## config.mk

```make
export PLATFORM = sky130hd
export DESIGN_NAME = object_ctrl_flat
export DESIGN_NICKNAME = d
export VERILOG_FILES = /design/src/rtl/object_ctrl_pkg.sv /design/src/rtl/object_ctrl_if.sv /design/src/rtl/object_ctrl_lfsr8.sv /design/src/rtl/object_ctrl.sv /design/src/flat_wrapper.sv
export SDC_FILE = /design/constraint.sdc
export NUM_CORES = 1
export LEC_CHECK = 0
export CELL_PAD_IN_SITES_DETAIL_PLACEMENT = 1
export CELL_PAD_IN_SITES_GLOBAL_PLACEMENT = 1
export CORE_ASPECT_RATIO = 2
export CORE_MARGIN = 1.5
export CORE_UTILIZATION = 30
export CTS_CLUSTER_SIZE = 10
export DETAILED_ROUTE_END_ITERATION = 8
export GPL_TIMING_DRIVEN = 1
export PLACE_DENSITY_LB_ADDON = 0.1
export SLEW_MARGIN = 10
export SYNTH_ARGS = -nofsm -noshare
export SYNTH_HDL_FRONTEND = slang
export SYNTH_HIERARCHICAL = 1
export SYNTH_SLANG_ARGS = --single-unit
```

## constraint.sdc

```tcl
create_clock -name clk_25Hz -period 4 [get_ports clk_25Hz]
set_input_delay 0.8 -clock clk_25Hz [delete_from_list [all_inputs] [get_ports clk_25Hz]]
set_output_delay 0.8 -clock clk_25Hz [all_outputs]
set_load 0.005 [all_outputs]
```

## src/rtl/object_ctrl_pkg.sv

```systemverilog
// obj_ctrl_pkg: game geometry constants, FSM state type and y-clamp helper shared by object_ctrl files
package obj_ctrl_pkg;
  typedef enum logic [1:0] {IDLE, PLAY, RESPAWN, OVER} state_e;
  localparam int SCREEN_W = 640;
  localparam int SCREEN_H = 480;
  localparam int D_W = 40;
  localparam int D_H = 30;
  localparam int R_W = 90;
  localparam int R_H = 30;
  localparam logic [9:0] OFFSCREEN_X = 10'd700;
  localparam logic [9:0] Y_MAX = 10'd450;
  localparam logic [9:0] D_X = 10'd40;
  localparam logic [9:0] SPAWN_Y = 10'd225;
  localparam logic [9:0] R_SPAWN_X = 10'd600;
  localparam logic [7:0] LFSR_SEED = 8'hA5;
  function automatic logic [9:0] clamp_y(input logic [10:0] y);
    return (y > {1'b0, Y_MAX}) ? Y_MAX : y[9:0];
  endfunction
endpackage

```

## src/rtl/object_ctrl_if.sv

```systemverilog
// object_ctrl_if: frame tick, keys and collision code in; sprite positions, valids, score, lives, game_over out
interface object_ctrl_if;
  logic frame_tick, key_up, key_down, key_fire, key_start;
  logic [1:0] Event;
  logic [9:0] d_x, d_y, r_x, r_y, m_x, m_y;
  logic d_valid, r_valid;
  logic [7:0] score;
  logic [1:0] lives;
  logic game_over;
  modport master(output frame_tick, key_up, key_down, key_fire, key_start, Event,
                 input d_x, d_y, r_x, r_y, m_x, m_y, d_valid, r_valid, score, lives, game_over);
  modport slave(input frame_tick, key_up, key_down, key_fire, key_start, Event,
                output d_x, d_y, r_x, r_y, m_x, m_y, d_valid, r_valid, score, lives, game_over);
endinterface

```

## src/rtl/object_ctrl_lfsr8.sv

```systemverilog
// lfsr8: x^8+x^6+x^5+x^4+1 Fibonacci LFSR; clk_25Hz/rst, load reseeds, adv steps once, lfsr is the state
module lfsr8
  import obj_ctrl_pkg::*;
(
  input  logic       clk_25Hz,
  input  logic       rst,
  input  logic       load,
  input  logic       adv,
  output logic [7:0] lfsr
);
  logic [7:0] lfsr_q, lfsr_d;
  always_comb lfsr_d = load ? LFSR_SEED : adv ? {lfsr_q[6:0], lfsr_q[7] ^ lfsr_q[5] ^ lfsr_q[4] ^ lfsr_q[3]} : lfsr_q;
  always_ff @(posedge clk_25Hz) lfsr_q <= rst ? LFSR_SEED : lfsr_d;
  assign lfsr = lfsr_q;
endmodule

```

## src/rtl/object_ctrl.sv

```systemverilog
// object_ctrl: dragon/robot/missile game FSM; clk_25Hz, sync rst, bus carries ticks/keys/Event in and sprite state out
module object_ctrl
  import obj_ctrl_pkg::*;
#(
  parameter int D_STEP = 4,
  parameter int R_STEP = 2,
  parameter int M_STEP = 8,
  parameter int RESPAWN_FRAMES = 60,
  parameter int LIVES_INIT = 3
) (
  input logic clk_25Hz,
  input logic rst,
  object_ctrl_if.slave bus
);
  localparam logic [9:0] DS = 10'(D_STEP);
  localparam logic [9:0] RS = 10'(R_STEP);
  localparam logic [15:0] RF = 16'(RESPAWN_FRAMES);
  localparam logic [1:0] LI = 2'(LIVES_INIT);
  localparam logic [9:0] M_FIRE_X = D_X + 10'(D_W);
  state_e state_q, state_d;
  logic [9:0] d_y_q, d_y_d, r_x_q, r_x_d, r_y_q, r_y_d, m_x_q, m_x_d, m_y_q, m_y_d;
  logic d_valid_q, d_valid_d, r_valid_q, r_valid_d, game_over_q, game_over_d;
  logic [7:0] score_q, score_d, lfsr;
  logic [1:0] lives_q, lives_d, ev_prev_q, ev_prev_d, lives_dec;
  logic [15:0] rcnt_q, rcnt_d, fcnt_q, fcnt_d;
  logic new_ev, ev_r, ev_d, tick, m_act, restart, r_wrap;
  logic [10:0] m_sum;
  logic [9:0] d_up, d_dn, lfsr_y;
  lfsr8 u_lfsr (
    .clk_25Hz(clk_25Hz),
    .rst(rst),
    .load(bus.key_start && state_q == OVER),
    .adv(bus.frame_tick),
    .lfsr(lfsr)
  );
  always_comb begin
    tick = bus.frame_tick;
    new_ev = bus.Event != 2'b00 && bus.Event != ev_prev_q;
    ev_r = state_q == PLAY && new_ev && bus.Event[0];
    ev_d = state_q == PLAY && new_ev && bus.Event[1];
    restart = bus.key_start && (state_q == IDLE || state_q == OVER);
    m_act = m_x_q != OFFSCREEN_X;
    m_sum = {1'b0, m_x_q} + 11'(M_STEP);
    d_up = d_y_q < DS ? 10'd0 : d_y_q - DS;
    d_dn = clamp_y({1'b0, d_y_q} + {1'b0, DS});
    lfsr_y = clamp_y({2'b00, lfsr, 1'b0});
    r_wrap = r_x_q < RS;
    lives_dec = lives_q - 2'd1;
    state_d = state_q;
    d_y_d = d_y_q;
    r_x_d = r_x_q;
    r_y_d = r_y_q;
    m_x_d = m_x_q;
    m_y_d = m_y_q;
    d_valid_d = d_valid_q;
    r_valid_d = r_valid_q;
    score_d = score_q;
    lives_d = lives_q;
    game_over_d = game_over_q;
    rcnt_d = rcnt_q;
    fcnt_d = fcnt_q;
    ev_prev_d = bus.Event;
    if (restart) begin
      state_d = PLAY;
      d_y_d = SPAWN_Y;
      r_x_d = R_SPAWN_X;
      r_y_d = SPAWN_Y;
      m_x_d = OFFSCREEN_X;
      m_y_d = 10'd0;
      d_valid_d = 1'b1;
      r_valid_d = 1'b1;
      score_d = 8'd0;
      lives_d = LI;
      game_over_d = 1'b0;
      rcnt_d = 16'd0;
      fcnt_d = 16'd0;
    end else if (state_q == PLAY) begin
      if (tick && !ev_d && bus.key_up != bus.key_down) d_y_d = bus.key_up ? d_up : d_dn;
      if (ev_r) begin
        score_d = score_q == 8'hFF ? score_q : score_q + 8'd1;
        r_valid_d = 1'b0;
        rcnt_d = RF;
      end else if (tick && r_valid_q) begin
        r_x_d = r_wrap ? R_SPAWN_X : r_x_q - RS;
        r_y_d = r_wrap ? lfsr_y : r_y_q;
      end else if (tick) begin
        r_valid_d = rcnt_q <= 16'd1;
        r_x_d = rcnt_q <= 16'd1 ? R_SPAWN_X : r_x_q;
        r_y_d = rcnt_q <= 16'd1 ? SPAWN_Y : r_y_q;
        rcnt_d = rcnt_q <= 16'd1 ? 16'd0 : rcnt_q - 16'd1;
      end
      if (ev_r || ev_d || (tick && m_act && m_sum >= 11'(SCREEN_W))) begin
        m_x_d = OFFSCREEN_X;
        m_y_d = 10'd0;
      end else if (tick && m_act) begin
        m_x_d = m_sum[9:0];
      end else if (tick && bus.key_fire) begin
        m_x_d = M_FIRE_X;
        m_y_d = d_y_q;
      end
      if (ev_d) begin
        lives_d = lives_dec;
        d_valid_d = 1'b0;
        state_d = lives_dec == 2'd0 ? OVER : RESPAWN;
        game_over_d = lives_dec == 2'd0;
        fcnt_d = lives_dec == 2'd0 ? fcnt_q : RF;
      end
    end else if (state_q == RESPAWN && tick) begin
      fcnt_d = fcnt_q <= 16'd1 ? 16'd0 : fcnt_q - 16'd1;
      if (fcnt_q <= 16'd1) begin
        state_d = PLAY;
        d_valid_d = 1'b1;
        d_y_d = SPAWN_Y;
        r_x_d = R_SPAWN_X;
        r_y_d = SPAWN_Y;
        r_valid_d = 1'b1;
        rcnt_d = 16'd0;
      end
    end
  end
  always_ff @(posedge clk_25Hz) begin
    if (rst) begin
      state_q <= IDLE;
      d_y_q <= SPAWN_Y;
      r_x_q <= R_SPAWN_X;
      r_y_q <= SPAWN_Y;
      m_x_q <= OFFSCREEN_X;
      m_y_q <= 10'd0;
      d_valid_q <= 1'b0;
      r_valid_q <= 1'b0;
      score_q <= 8'd0;
      lives_q <= LI;
      game_over_q <= 1'b0;
      rcnt_q <= 16'd0;
      fcnt_q <= 16'd0;
      ev_prev_q <= 2'b00;
    end else begin
      state_q <= state_d;
      d_y_q <= d_y_d;
      r_x_q <= r_x_d;
      r_y_q <= r_y_d;
      m_x_q <= m_x_d;
      m_y_q <= m_y_d;
      d_valid_q <= d_valid_d;
      r_valid_q <= r_valid_d;
      score_q <= score_d;
      lives_q <= lives_d;
      game_over_q <= game_over_d;
      rcnt_q <= rcnt_d;
      fcnt_q <= fcnt_d;
      ev_prev_q <= ev_prev_d;
    end
  end
  assign bus.d_x = D_X;
  assign bus.d_y = d_y_q;
  assign bus.r_x = r_x_q;
  assign bus.r_y = r_y_q;
  assign bus.m_x = m_x_q;
  assign bus.m_y = m_y_q;
  assign bus.d_valid = d_valid_q;
  assign bus.r_valid = r_valid_q;
  assign bus.score = score_q;
  assign bus.lives = lives_q;
  assign bus.game_over = game_over_q;
endmodule

```

## src/flat_wrapper.sv

```systemverilog
// flat-port wrapper written by rule: the top's interface ports become plain ports
module object_ctrl_flat import obj_ctrl_pkg::*;
#(
  parameter int D_STEP = 4,
  parameter int R_STEP = 2,
  parameter int M_STEP = 8,
  parameter int RESPAWN_FRAMES = 60,
  parameter int LIVES_INIT = 3
)
  (clk_25Hz, rst, bus_frame_tick, bus_key_up, bus_key_down, bus_key_fire, bus_key_start, bus_Event, bus_d_x, bus_d_y, bus_r_x, bus_r_y, bus_m_x, bus_m_y, bus_d_valid, bus_r_valid, bus_score, bus_lives, bus_game_over);
  object_ctrl_if bus_i ();
  input logic clk_25Hz;
  input logic rst;
  input wire logic [$bits(bus_i.frame_tick)-1:0] bus_frame_tick;
  input wire logic [$bits(bus_i.key_up)-1:0] bus_key_up;
  input wire logic [$bits(bus_i.key_down)-1:0] bus_key_down;
  input wire logic [$bits(bus_i.key_fire)-1:0] bus_key_fire;
  input wire logic [$bits(bus_i.key_start)-1:0] bus_key_start;
  input wire logic [$bits(bus_i.Event)-1:0] bus_Event;
  output wire logic [$bits(bus_i.d_x)-1:0] bus_d_x;
  output wire logic [$bits(bus_i.d_y)-1:0] bus_d_y;
  output wire logic [$bits(bus_i.r_x)-1:0] bus_r_x;
  output wire logic [$bits(bus_i.r_y)-1:0] bus_r_y;
  output wire logic [$bits(bus_i.m_x)-1:0] bus_m_x;
  output wire logic [$bits(bus_i.m_y)-1:0] bus_m_y;
  output wire logic [$bits(bus_i.d_valid)-1:0] bus_d_valid;
  output wire logic [$bits(bus_i.r_valid)-1:0] bus_r_valid;
  output wire logic [$bits(bus_i.score)-1:0] bus_score;
  output wire logic [$bits(bus_i.lives)-1:0] bus_lives;
  output wire logic [$bits(bus_i.game_over)-1:0] bus_game_over;
  assign bus_i.frame_tick = bus_frame_tick;
  assign bus_i.key_up = bus_key_up;
  assign bus_i.key_down = bus_key_down;
  assign bus_i.key_fire = bus_key_fire;
  assign bus_i.key_start = bus_key_start;
  assign bus_i.Event = bus_Event;
  assign bus_d_x = bus_i.d_x;
  assign bus_d_y = bus_i.d_y;
  assign bus_r_x = bus_i.r_x;
  assign bus_r_y = bus_i.r_y;
  assign bus_m_x = bus_i.m_x;
  assign bus_m_y = bus_i.m_y;
  assign bus_d_valid = bus_i.d_valid;
  assign bus_r_valid = bus_i.r_valid;
  assign bus_score = bus_i.score;
  assign bus_lives = bus_i.lives;
  assign bus_game_over = bus_i.game_over;
  object_ctrl #(.D_STEP(D_STEP), .R_STEP(R_STEP), .M_STEP(M_STEP), .RESPAWN_FRAMES(RESPAWN_FRAMES), .LIVES_INIT(LIVES_INIT)) u_core (.clk_25Hz(clk_25Hz), .rst(rst), .bus(bus_i));
endmodule
```

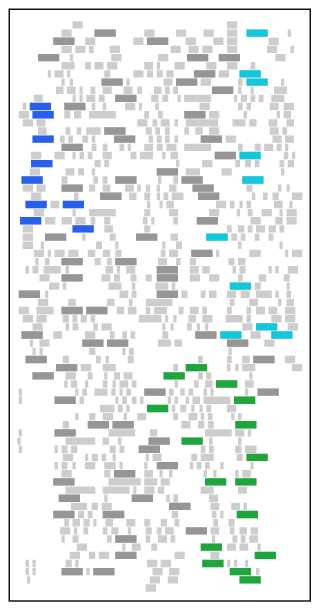
Figure 1: run 1, register map, names as in the netlist.
Scale: 3 px per µm. Other sequential cells in the stronger gray, the rest of the logic in the fainter gray.
`u_core/bus.d_y`: shown in cyan, sequential cells 10. `u_core/bus.r_y`: shown in blue, sequential cells 9. `u_core/fcnt_q`: shown in green, sequential cells 16, where lower right.
Flop+latch power: 0.00116 W
end-of-flow core utilization: 0.3679

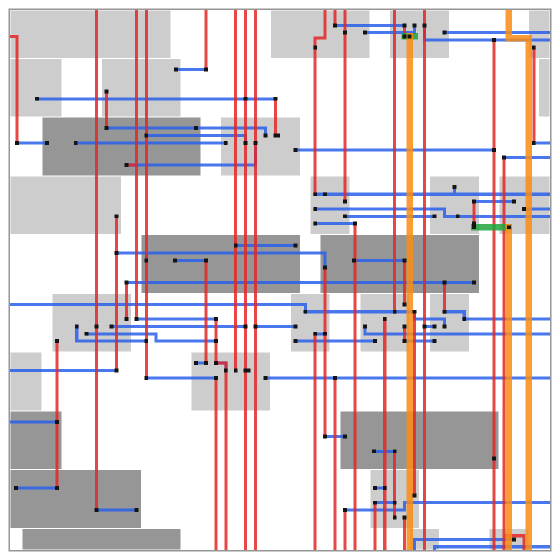
Figure 2: run 1, zoomed window.
Region (62, 135) to (87, 160) µm. Cells in gray, sequential cells in the stronger gray; small squares are vias.
M3: shown in green. M2: shown in red. M4: shown in orange. M1: shown in blue.
Most frequent: dfxtp_1 (5), nor3_1 (3), a32o_1 (3). Netlist names of flops here include `u_core/bus.m_y` (3), `u_core/bus.d_y` (2). 21 logic cells have their middle in the window. Sequential cells in the window: 5.

==> reports/metrics.json, run 1 <==
{
  "run_status": {"value": "completed"},
  "fp.dieW": {"value": 99.87, "unit": "µm"},
  "postRouteAntennaNets": {"value": 0},
  "tightestPinTransition": {"value": 0.9732, "unit": "ns"},
  "unrepaired_setup_endpoints_after_global_routing": {"value": "no"},
  "count_of_multi_input_gates": {"value": 507},
  "cts_max_level": {"value": 3},
  "max_cap_violations": {"value": 0},
  "post_cts.repair.setup_buffers": {"value": 0},
  "worstSetupPathType": {"value": "reg -> reg"},
  "met2WireLength": {"value": 9962, "unit": "µm"},
  "critical-path-top-cell-by-count": {"value": "sky130_fd_sc_hd__inv_1"},
  "synth-cells-yosys": {"value": 665},
  "timing.final.setup_violations": {"value": 0},
  "detailedPlacementHpwl": {"value": 13010, "unit": "µm"},
  "cts_hold_repair.buffers": {"value": 0},
  "clock_tree_from_tritoncts": {"value": "yes"},
  "fp_util": {"value": 0.3076},
  "chipHeight": {"value": 196.7, "unit": "µm"},
  "avgSynthCellArea": {"value": 8.467, "unit": "µm²"},
  "path_delay_family": {"value": "AND-OR/OR-AND gates"},
  "grt_usage": {"value": 0.1814},
  "synth.cellmix.compoundShare": {"value": 0.2100},
  "design.die.area": {"value": 0.01965, "unit": "mm²"},
  "capturing_element_type_of_the_critical_path": {"value": "flip-flop"},
  "detailedRoute.firstPassIterationCount": {"value": 6},
  "hold_path_class": {"value": "reg -> reg"},
  "ys_async_rst_share": {"value": 0},
  "netlist-cell-type-count": {"value": 74},
  "clock.latency.late_pin": {"value": 0.35, "unit": "ns"},
  "total_cell_area_reported_by_yosys_after_synthesis": {"value": 0.005630, "unit": "mm²"},
  "dpl-instance-area": {"value": 0.006404, "unit": "mm²"},
  "root_cell_of_the_clock_tree": {"value": "sky130_fd_sc_hd__clkbuf_16"},
  "synthSimpleGateAreaFrac": {"value": 0.2349},
  "lay_top_cells": {"value": "103 x sky130_fd_sc_hd__dfxtp_1, 68 x sky130_fd_sc_hd__nor2_1, 67 x sky130_fd_sc_hd__clkdlybuf4s50_1"},
  "clock_tree_buffer_depth": {"value": 2},
  "route.top_layer_used": {"value": "met4"},
  "m1WireLength": {"value": 6379, "unit": "µm"},
  "final_min_period_over_clock_period": {"value": 0.7847},
  "synth_flop_count": {"value": 103}
}
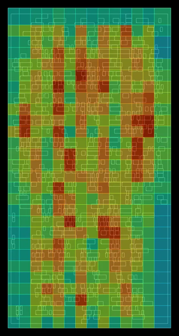
Figure 3: run 1, congestion heat map.
routed length per placed instance: 18.42 µm
GR Layer Usage met1: 0.1818
GR met3 Demand/Resource: 0.02589
GRT met2 Usage: 0.3593

Figure 4. M1 wires (run 1).
Scale: 2 px per µm.
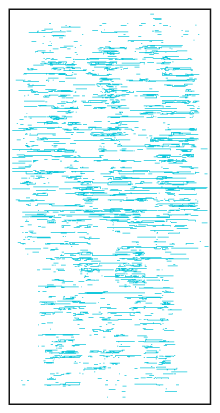

## Run 2: what changed since run 1
==> constraint.sdc (replaced) <==
create_clock -name clk_25Hz -period 3.1 [get_ports clk_25Hz]
set_input_delay 0.62 -clock clk_25Hz [delete_from_list [all_inputs] [get_ports clk_25Hz]]
set_output_delay 0.62 -clock clk_25Hz [all_outputs]
set_load 0.005 [all_outputs]
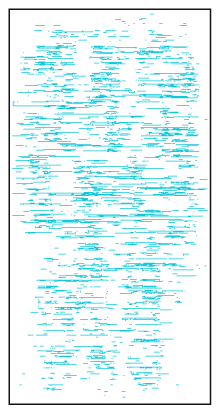
Figure 5: run 2, M1 wires.
Scale: 2 px per µm.
The longest straight run is 32.2 µm. The wires run mostly horizontal. 687 nets have wire on it. The layer holds 37% of the routed length.
GR Layer Usage met1: 0.1775
wirelength, routed: 17420 µm
total via count after detailed routing: 5289

==> run 2 against run 1 <==
Largest cell class unchanged. Fmax rose by 13%. Cell count rose by 2.3%. Area after synthesis did not move. Routed wire length rose by 0.71%. Die size did not move. Non-clock buffer count rose by 21.
==> reports/metrics.json, run 2 <==
{
  "cts_hold_repair.buffers": {"value": 0, "change": "unchanged"},
  "run_status": {"value": "completed", "change": "unchanged"},
  "peakVddDrop": {"value": 0.3030, "unit": "mV", "change": "was 0.2098 mV"},
  "postRouteAntennaNets": {"value": 0, "change": "unchanged"},
  "finalWorstPathRequiredPeriod": {"value": 2.770, "unit": "ns", "change": "was 3.139 ns"},
  "std_cell_rows": {"value": 70, "change": "unchanged"},
  "timing.final.hold_violations": {"value": 0, "change": "unchanged"},
  "path_delay_family": {"value": "simple AND/OR/NAND/NOR gates", "change": "was AND-OR/OR-AND gates"},
  "max_cap_violations": {"value": 0, "change": "unchanged"},
  "clock_share_of_power": {"value": 0.361, "change": "was 0.348"},
  "design.die.area": {"value": 0.01965, "unit": "mm²", "change": "unchanged"},
  "numCtsBuffers": {"value": 9, "change": "unchanged"},
  "clock_tree_from_tritoncts": {"value": "yes", "change": "unchanged"},
  "comb_power_share": {"value": 0.248, "change": "was 0.243"},
  "ys_async_rst_share": {"value": 0, "change": "unchanged"},
  "timing.hold.worst.start": {"value": "u_core/bus.game_over$_SDFFE_PP0P_", "change": "unchanged"},
  "post_cts.repair.setup_buffers": {"value": 0, "change": "unchanged"},
  "cts_max_level": {"value": 3, "change": "unchanged"},
  "chipHeight": {"value": 196.7, "unit": "µm", "change": "unchanged"},
  "synthSimpleGateAreaFrac": {"value": 0.2349, "change": "unchanged"},
  "pin_count_of_the_biggest_net_entering_global_routing": {"value": 33, "change": "unchanged"},
  "num-nets-final": {"value": 763, "change": "was 742"},
  "grt_usage": {"value": 0.1830, "change": "was 0.1814"},
  "grt-ovfl-total": {"value": 0, "change": "unchanged"},
  "ys.flop_type": {"value": "sky130_fd_sc_hd__dfxtp_1", "change": "unchanged"},
  "detailedPlacementHpwl": {"value": 13340, "unit": "µm", "change": "was 13010 µm"},
  "m1WireLength": {"value": 6418, "unit": "µm", "change": "was 6379 µm"},
  "top_cell_type_by_instance_count_after_synthesis": {"value": "sky130_fd_sc_hd__dfxtp_1", "change": "unchanged"},
  "timing.final.setup_violations": {"value": 0, "change": "unchanged"},
  "synthXorXnorAreaFrac": {"value": 0.05400, "change": "unchanged"},
  "capturing_element_type_of_the_critical_path": {"value": "flip-flop", "change": "unchanged"},
  "count_of_multi_input_gates": {"value": 507, "change": "unchanged"},
  "worstPathCellList": {"value": "or4_4 > or2_4 > or4_1 > a21oi_4 > buf_4 > o21ai_2 > a221oi_2", "change": "was inv_1 > ha_1 > inv_1 > nand3_1 > nor4_4 > o22a_1 > o21ai_1 > a22o_1"},
  "number_of_antenna_cells_inserted": {"value": 0, "change": "unchanged"},
  "timing.critical_path.slowest_cell_delay": {"value": 0.68, "unit": "ns", "change": "was 0.54 ns"},
  "tightestPinTransition": {"value": 0.7932, "unit": "ns", "change": "was 0.9732 ns"},
  "synth-cells-yosys": {"value": 665, "change": "unchanged"},
  "synth.cellmix.compoundShare": {"value": 0.2100, "change": "unchanged"},
  "first_pass_grt_wire_length": {"value": 28450, "unit": "µm", "change": "was 28340 µm"},
  "first_global_vias": {"value": 5600, "change": "was 5527"},
  "total_cell_area_reported_by_yosys_after_synthesis": {"value": 0.005630, "unit": "mm²", "change": "unchanged"},
  "final.signal_inverter_count": {"value": 21, "change": "unchanged"},
  "clock.latency.late_pin": {"value": 0.36, "unit": "ns", "change": "was 0.35 ns"},
  "dominant_cells": {"value": "multi-input combinational cells", "change": "unchanged"},
  "route.top_layer_used": {"value": "met4", "change": "unchanged"},
  "fp_util": {"value": 0.3076, "change": "unchanged"},
  "combinationalPower": {"value": 0.000951, "unit": "W", "change": "was 0.000690 W"},
  "worstSetupPathType": {"value": "reg -> reg", "change": "unchanged"},
  "crit-reg2reg-capture": {"value": "u_core/bus.d_y[8]$_SDFFE_PP0P_", "change": "was u_core/bus.r_y[8]$_SDFFE_PP0P_"},
  "detailedRoute.firstPassIterationCount": {"value": 4, "change": "was 6"},
  "dpl-instance-area": {"value": 0.006561, "unit": "mm²", "change": "was 0.006404 mm²"},
  "core_area": {"value": 0.01831, "unit": "mm²", "change": "unchanged"},
  "met2WireLength": {"value": 9990, "unit": "µm", "change": "was 9962 µm"},
  "drt-wirelength-per-cell": {"value": 18.13, "unit": "µm", "change": "was 18.42 µm"},
  "fp.dieW": {"value": 99.87, "unit": "µm", "change": "unchanged"},
  "final_min_period_over_clock_period": {"value": 0.8935, "change": "was 0.7847"},
  "layout.clock.cell_area_share": {"value": 0.05206, "change": "was 0.04923"},
  "clock_tree_buffer_depth": {"value": 2, "change": "unchanged"},
  "lay_top_cells": {"value": "103 x sky130_fd_sc_hd__dfxtp_1, 68 x sky130_fd_sc_hd__nor2_1, 67 x sky130_fd_sc_hd__clkdlybuf4s50_1", "change": "unchanged"},
  "avgSynthCellArea": {"value": 8.467, "unit": "µm²", "change": "unchanged"},
  "netlist-cell-type-count": {"value": 74, "change": "unchanged"},
  "hold_path_class": {"value": "reg -> reg", "change": "unchanged"},
  "synthTopLogicFamily": {"value": "simple AND/OR/NAND/NOR gates", "change": "unchanged"},
  "setup.reg_to_reg.worst_slack": {"value": 0.33, "unit": "ns", "change": "was 0.86 ns"},
  "unrepaired_setup_endpoints_after_global_routing": {"value": "no", "change": "unchanged"},
  "layout-area-overhead-vs-synth": {"value": 22.93, "unit": "%", "change": "was 19.62%"},
  "critical_path.reg2reg.startpoint": {"value": "u_core/fcnt_q[6]$_SDFFE_PP0P_", "change": "was u_core/state_q[1]$_SDFFE_PP0P_"},
  "synth_flop_count": {"value": 103, "change": "unchanged"},
  "min_path_cells": {"value": 2, "change": "unchanged"},
  "place.detailed.instances": {"value": 945, "change": "was 924"},
  "pg_seq": {"value": 0.00149, "unit": "W", "change": "was 0.00116 W"},
  "seqCellArea": {"value": 0.002062, "unit": "mm²", "change": "unchanged"},
  "n_fill_cell": {"value": 2146, "change": "was 2173"},
  "root_cell_of_the_clock_tree": {"value": "sky130_fd_sc_hd__clkbuf_16", "change": "unchanged"},
  "worstPathRequired": {"value": 3.37, "unit": "ns", "change": "was 4.25 ns"}
}
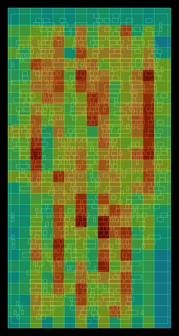
Figure 6: run 2, congestion heat map.
GRT met2 Usage: 0.3636
end-of-flow core utilization: 0.3781
GR met3 Demand/Resource: 0.02518

Figure 7. Zoomed window (run 2).
Region (62, 135) to (87, 160) µm. Cells in gray, sequential cells in the stronger gray; small squares are vias.
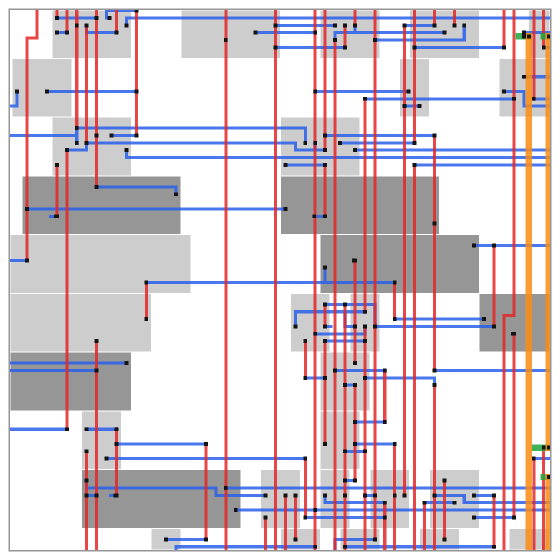

## Run 3: what changed since run 2
--- a/config.mk
+++ b/config.mk
@@ -9,9 +9,10 @@
 export CELL_PAD_IN_SITES_GLOBAL_PLACEMENT = 1
 export CORE_ASPECT_RATIO = 2
 export CORE_MARGIN = 1.5
-export CORE_UTILIZATION = 30
+export CORE_UTILIZATION = 45
 export CTS_CLUSTER_SIZE = 10
 export DETAILED_ROUTE_END_ITERATION = 8
+export DONT_BUFFER_PORTS = 1
 export GPL_TIMING_DRIVEN = 1
 export PLACE_DENSITY_LB_ADDON = 0.1
 export SLEW_MARGIN = 10
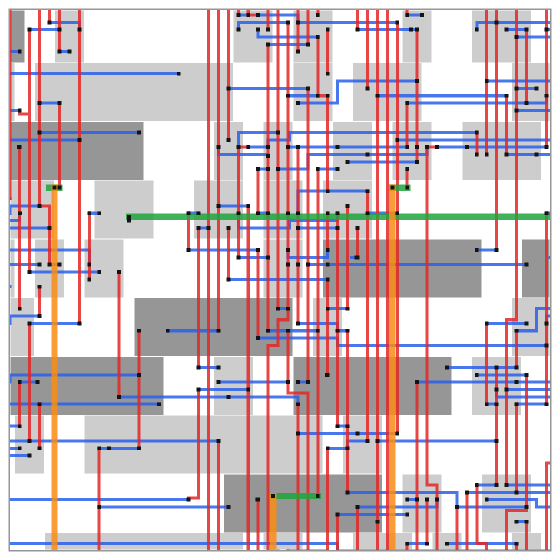
Figure 8: run 3, zoomed window.
Region (49, 108) to (74, 133) µm. Cells in gray, sequential cells in the stronger gray; small squares are vias.
M1: shown in blue. M2: shown in red. M4: shown in orange. M3: shown in green.
Sequential cells in the window: 6. Netlist names of flops here include `u_core/bus.d_y` (4), `u_core/bus.m_x` (2). Most frequent: dfxtp_1 (6), nand3_1 (5), nor3_1 (4). 38 logic cells have their middle in the window.

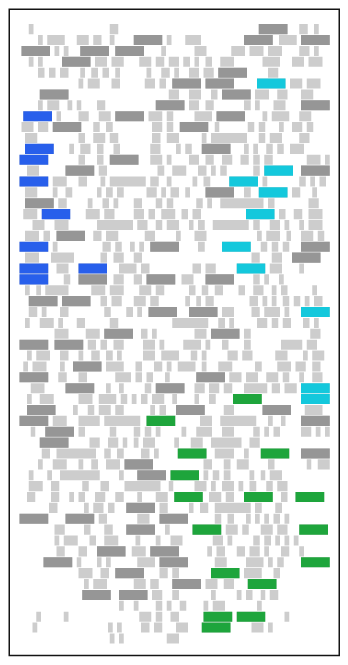
Figure 9: run 3, register map, names as in the netlist.
Scale: 4 px per µm. Other sequential cells in the stronger gray, the rest of the logic in the fainter gray.
`u_core/bus.d_y`: shown in cyan, sequential cells 10. `u_core/bus.r_y`: shown in blue, sequential cells 9. `u_core/fcnt_q`: shown in green, sequential cells 16.
sequential fraction of total cell area: 0.3411
Flop+latch power: 0.00149 W
end-of-flow core utilization: 0.4957
area occupied by registers: 0.002062 mm²

==> run 3 against run 2 <==
Cell count shrank 15%. Area after synthesis unchanged. First-iteration DRC count is 40% higher. Synthesized cell count is the same. Global-route usage up 6.6 points. Worst hold slack got worse by 0.12 ns. Clock-buffer cell count grew 1. Routed wire length fell by 8.8%. Largest cell class unchanged. Largest power group unchanged.
==> reports/metrics.json, run 3 <==
{
  "run_status": {"value": "completed", "change": "unchanged"},
  "final_min_period_over_clock_period": {"value": 0.9178, "change": "was 0.8935"},
  "worstSetupPathType": {"value": "reg -> reg", "change": "unchanged"},
  "total_cell_area_reported_by_yosys_after_synthesis": {"value": 0.005630, "unit": "mm²", "change": "unchanged"},
  "core_area": {"value": 0.01220, "unit": "mm²", "change": "was 0.01831 mm²"},
  "grt_usage": {"value": 0.2493, "change": "was 0.1830"},
  "avgSynthCellArea": {"value": 8.467, "unit": "µm²", "change": "unchanged"},
  "grtUsageMet3": {"value": 0.03729, "change": "was 0.02518"},
  "clock_share_of_power": {"value": 0.324, "change": "was 0.361"},
  "layout.clock.cell_area_share": {"value": 0.04739, "change": "was 0.05206"},
  "detailedRoute.firstPassIterationCount": {"value": 4, "change": "unchanged"},
  "hold_path_class": {"value": "in -> reg", "change": "was reg -> reg"},
  "first_global_vias": {"value": 5277, "change": "was 5600"},
  "critical_path.reg2reg.startpoint": {"value": "u_core/fcnt_q[6]$_SDFFE_PP0P_", "change": "unchanged"},
  "unrepaired_setup_endpoints_after_global_routing": {"value": "no", "change": "unchanged"},
  "post_cts.repair.setup_buffers": {"value": 0, "change": "unchanged"},
  "std_cell_rows": {"value": 57, "change": "was 70"},
  "worstPathRequired": {"value": 3.37, "unit": "ns", "change": "about the same"},
  "setup.reg_to_reg.worst_slack": {"value": 0.25, "unit": "ns", "change": "was 0.33 ns"},
  "first_pass_grt_wire_length": {"value": 25660, "unit": "µm", "change": "was 28450 µm"},
  "layout-area-overhead-vs-synth": {"value": 7.378, "unit": "%", "change": "was 22.93%"},
  "dpl-instance-area": {"value": 0.005759, "unit": "mm²", "change": "was 0.006561 mm²"},
  "n_fill_cell": {"value": 1477, "change": "was 2146"},
  "num-nets-final": {"value": 690, "change": "was 763"},
  "drt-wirelength-per-cell": {"value": 19.45, "unit": "µm", "change": "was 18.13 µm"},
  "num_vias": {"value": 5021, "change": "was 5289"},
  "synthSimpleGateAreaFrac": {"value": 0.2349, "change": "unchanged"},
  "finalWorstPathRequiredPeriod": {"value": 2.845, "unit": "ns", "change": "was 2.770 ns"},
  "synth_flop_count": {"value": 103, "change": "unchanged"},
  "place.detailed.instances": {"value": 803, "change": "was 945"},
  "chipHeight": {"value": 161.2, "unit": "µm", "change": "was 196.7 µm"},
  "clock_tree_from_tritoncts": {"value": "yes", "change": "unchanged"},
  "synth.cellmix.compoundShare": {"value": 0.2100, "change": "unchanged"},
  "m1WireLength": {"value": 5664, "unit": "µm", "change": "was 6418 µm"},
  "timing.final.hold_violations": {"value": 0, "change": "unchanged"}
}
Power figures rest on the tool's default switching activity, not on a simulated workload.
